==> src/rtl/uart_cmd_pkg.sv <==
// uart_cmd_pkg: FSM states and default command characters shared by the UART command controller
package uart_cmd_pkg;

    typedef enum logic [1:0] {IDLE, POP, EXEC, ACK} state_t;

    localparam logic [7:0] CODE_R   = "R";
    localparam logic [7:0] CODE_C   = "C";
    localparam logic [7:0] CODE_M   = "M";
    localparam logic [7:0] NAK_CHAR = "?";

endpackage

==> src/rtl/cmd_match.sv <==
// cmd_match: compares a command byte against every channel code and selects the lowest matching channel
module cmd_match #(
    parameter int                           NUM_CH     = 3,
    parameter int                           DATA_WIDTH = 8,
    parameter logic [NUM_CH*DATA_WIDTH-1:0] CMD_CODES  = '0
) (
    input  logic [DATA_WIDTH-1:0] cmd,
    output logic                  hit,
    output logic [NUM_CH-1:0]     sel
);

    logic [NUM_CH-1:0] match;

    for (genvar i = 0; i < NUM_CH; i++) begin : g_cmp
        assign match[i] = cmd == CMD_CODES[i*DATA_WIDTH +: DATA_WIDTH];
    end

    // Keep only the lowest set bit so duplicate codes drive a single channel
    always_comb begin
        hit = |match;
        sel = match & (-match);
    end

endmodule

==> src/rtl/uart_cmd_ctrl.sv <==
// uart_cmd_ctrl: pops command bytes from an RX FIFO, drives control channels and echoes/NAKs to a TX FIFO
module uart_cmd_ctrl
    import uart_cmd_pkg::*;
#(
    parameter int                           NUM_CH      = 3,
    parameter int                           DATA_WIDTH  = 8,
    parameter logic [NUM_CH*DATA_WIDTH-1:0] CMD_CODES   = {CODE_M, CODE_C, CODE_R},
    parameter logic [NUM_CH-1:0]            TOGGLE_MASK = 3'b001,
    parameter bit                           ACK_EN      = 1'b1,
    parameter logic [DATA_WIDTH-1:0]        NAK_CODE    = NAK_CHAR
) (
    input  logic                  clk,
    input  logic                  reset,
    input  logic [NUM_CH-1:0]     btn,
    input  logic [DATA_WIDTH-1:0] rx_data,
    input  logic                  rx_empty,
    output logic                  rx_rd,
    input  logic                  tx_full,
    output logic                  tx_wr,
    output logic [DATA_WIDTH-1:0] tx_data,
    output logic [NUM_CH-1:0]     ch_out,
    output logic [7:0]            err_cnt
);

    state_t                state;
    logic [DATA_WIDTH-1:0] cmd_reg;
    logic                  hit;
    logic [NUM_CH-1:0]     sel;
    logic [NUM_CH-1:0]     act;

    cmd_match #(
        .NUM_CH     (NUM_CH),
        .DATA_WIDTH (DATA_WIDTH),
        .CMD_CODES  (CMD_CODES)
    ) u_match (
        .cmd (cmd_reg),
        .hit (hit),
        .sel (sel)
    );

    // Buttons and a UART hit on the same channel merge into a single action
    always_comb begin
        act = btn | ((state == EXEC && hit) ? sel : '0);
    end

    // Command FSM with registered FIFO strobes, channel outputs and error counter
    always_ff @(posedge clk or negedge reset) begin
        if (!reset) begin
            state   <= IDLE;
            cmd_reg <= '0;
            rx_rd   <= 1'b0;
            tx_wr   <= 1'b0;
            tx_data <= '0;
            ch_out  <= '0;
            err_cnt <= '0;
        end else begin
            rx_rd  <= 1'b0;
            tx_wr  <= 1'b0;
            ch_out <= (TOGGLE_MASK & (ch_out ^ act)) | (~TOGGLE_MASK & act);
            case (state)
                IDLE: begin
                    if (!rx_empty) begin
                        rx_rd <= 1'b1;
                        state <= POP;
                    end
                end
                POP: begin
                    cmd_reg <= rx_data;
                    state   <= EXEC;
                end
                EXEC: begin
                    if (!hit && err_cnt != 8'hff) err_cnt <= err_cnt + 8'd1;
                    tx_data <= hit ? cmd_reg : NAK_CODE;
                    state   <= ACK_EN ? ACK : IDLE;
                end
                ACK: begin
                    if (!tx_full) begin
                        tx_wr <= 1'b1;
                        state <= IDLE;
                    end
                end
                default: state <= IDLE;
            endcase
        end
    end

endmodule

==> config.mk <==
export PLATFORM = sky130hd
export DESIGN_NAME = uart_cmd_ctrl
export DESIGN_NICKNAME = d
export VERILOG_FILES = /design/src/rtl/uart_cmd_pkg.sv /design/src/rtl/cmd_match.sv /design/src/rtl/uart_cmd_ctrl.sv
export SDC_FILE = /design/constraint.sdc
export NUM_CORES = 1
export LEC_CHECK = 0
export ABC_AREA = 0
export CORE_MARGIN = 2
export CORE_UTILIZATION = 43
export DETAILED_ROUTE_END_ITERATION = 8
export PLACE_DENSITY_LB_ADDON = 0.08
export SETUP_SLACK_MARGIN = 0.2
export SKIP_LAST_GASP = 1
export SLEW_MARGIN = 5
export SYNTH_ARGS = -nofsm -noshare
export SYNTH_HDL_FRONTEND = slang
export SYNTH_SLANG_ARGS = --single-unit
export TNS_END_PERCENT = 5
==> constraint.sdc <==
create_clock -name clk -period 2.2 [get_ports clk]
set_clock_uncertainty 0.15 [all_clocks]
set_input_delay 0.22 -clock clk [delete_from_list [all_inputs] [get_ports clk]]
set_output_delay 0.22 -clock clk [all_outputs]
set_load 0.03 [all_outputs]
Figure 1. Supply network.
The bar under the picture is 20 um long. Pins as bars on the die edge. Tap cells in gray.
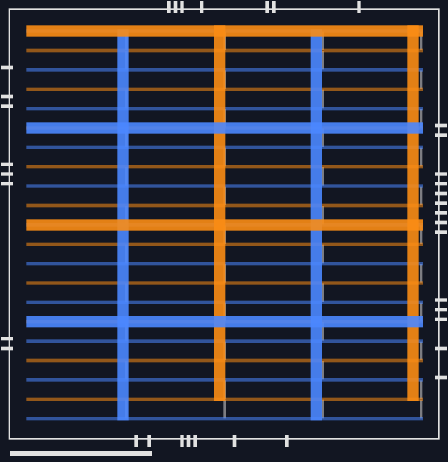
- VSS: blue
- VDD: orange
- tap cells: 44
- rows: 20
- signal pins: 36
peak supply drop: 0.597 mV
die width: 60.1 um
floorplan die height: 60.1 um
floorplan core area: 0.00303 mm2

Figure 2. Cells colored by class.
The bar under the picture is 20 um long.
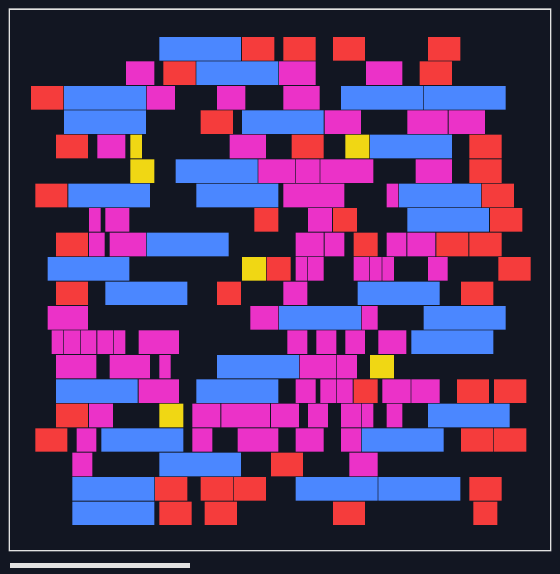
- clock drivers and dummy loads: yellow (cells 6)
- combinational and other logic: magenta (cells 72)
- flops: blue (cells 31)
- other buffers and delay cells: red (cells 42)

==> datasheet_impl.txt <==
Characteristics after synthesis and place and route

Parameter                              Value

Run status
  Run status    complete, no violations

Logic synthesis
  Most common library cells after synthesis    31 x sky130_fd_sc_hd__dfrtp_1, 8 x sky130_fd_sc_hd__mux2_2, 6 x sky130_fd_sc_hd__ha_1, 6 x sky130_fd_sc_hd__xnor2_1
  Syn Area/Cell    12.8 um2
  Area share, top type    57.4%
  Number of enable-type register cells in the synthesized netlist    0
  Largest family of logic cells by area    simple AND/OR/NAND/NOR gates
  Share of synthesized cell area in full adder, half adder and majority cells    5.55%
  Post-synthesis cell count from yosys    106

Pwr
  Combinational Power    0.00101 W
  Sequential-cell power consumption    0.000915 W
  Total power consumption of the routed design    0.00220 W

Floorplan
  Overall chip area    0.00361 mm2
  Core utilization before placement    44.7%

Final timing
  Number of setup violations in the final report    0
  Achievable clock frequency    513 MHz

Global routing
  GRT Total Usage    16.9%
  Overflow left after global routing    0
  Antenna violations before repair    0

Critical path
  Launch instance of the worst register-to-register path    cmd_reg[2]
  Critical path data required time    2.25 ns
  Delay of the slowest cell on the worst path    0.43 ns
  Worst EP arrival    2.00 ns
  Cell breakdown of the critical path    or3b_4 > nor3b_4 > o21ai_4 > and3_4 > mux2_4

Placement
  Count of buffers from port buffering    35

Cells and area
  Dominant logic cell types in the final layout    35 x sky130_fd_sc_hd__clkdlybuf4s50_1, 31 x sky130_fd_sc_hd__dfrtp_1, 8 x sky130_fd_sc_hd__mux2_2
  Ratio of cells with drive above 1 in the final layout    18.5%
  Design area    0.00186 mm2
  Final design utilization    61.3%

Clock network
  Post-cts repair resize count    2
  Number of buffers inserted to repair setup after CTS    2
  Number of clock sinks    31

Route
  Total wirelength of the detailed-routed design    2640 um
  Post-route DRC violation count    0

Run
  Tool Warnings    30
Figure 3. Routed clock nets over the placement.
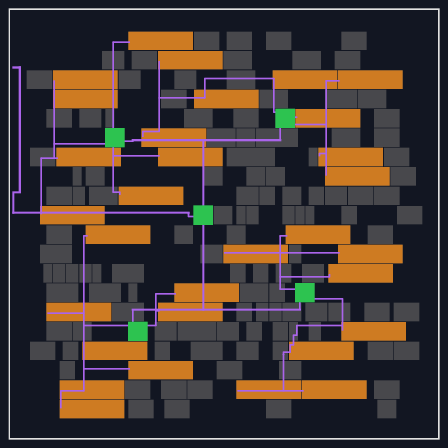
- flip-flops: orange (count 31)
- clock wires: purple (length 377 um)
- clock drivers: green (count 5)
- flops lie: widely spread
- routed clock nets: 6

-- final cells by class --
type,count,area share [%]
flip-flops and latches,31,41.8
clock buffers,6,2.22
inverters,4,0.809
repair buffers,42,21.7
multi-input cells,68,30.5
well taps,44,2.96
-- worst max-delay path: cells and delay by family, from the launching register on --
family / cells / cell delay [ns]
flip-flops: 1 / 0.40
AND-OR/OR-AND: 1 / 0.09
multiplexers: 1 / 0.29
AND/OR/NAND/NOR: 3 / 0.90
-- cell families after synthesis --
logic type / Yosys count
flops: 31
simple gates: 29
compound gates: 17
mux: 9
xor+xnor: 7
buf+inv: 7
fa+ha+maj: 6
-- per-layer routing --
layer	up-vias	part of all wire, %	global-route usage [%]
met4	0	1.7	6.67
met1	485	44	22.0
li1	469	-	-
met2	30	48	25.6
met3	5	6.2	6.06
met5	-	0	0
No activity file was given, so power comes from the tool's default toggle rates.
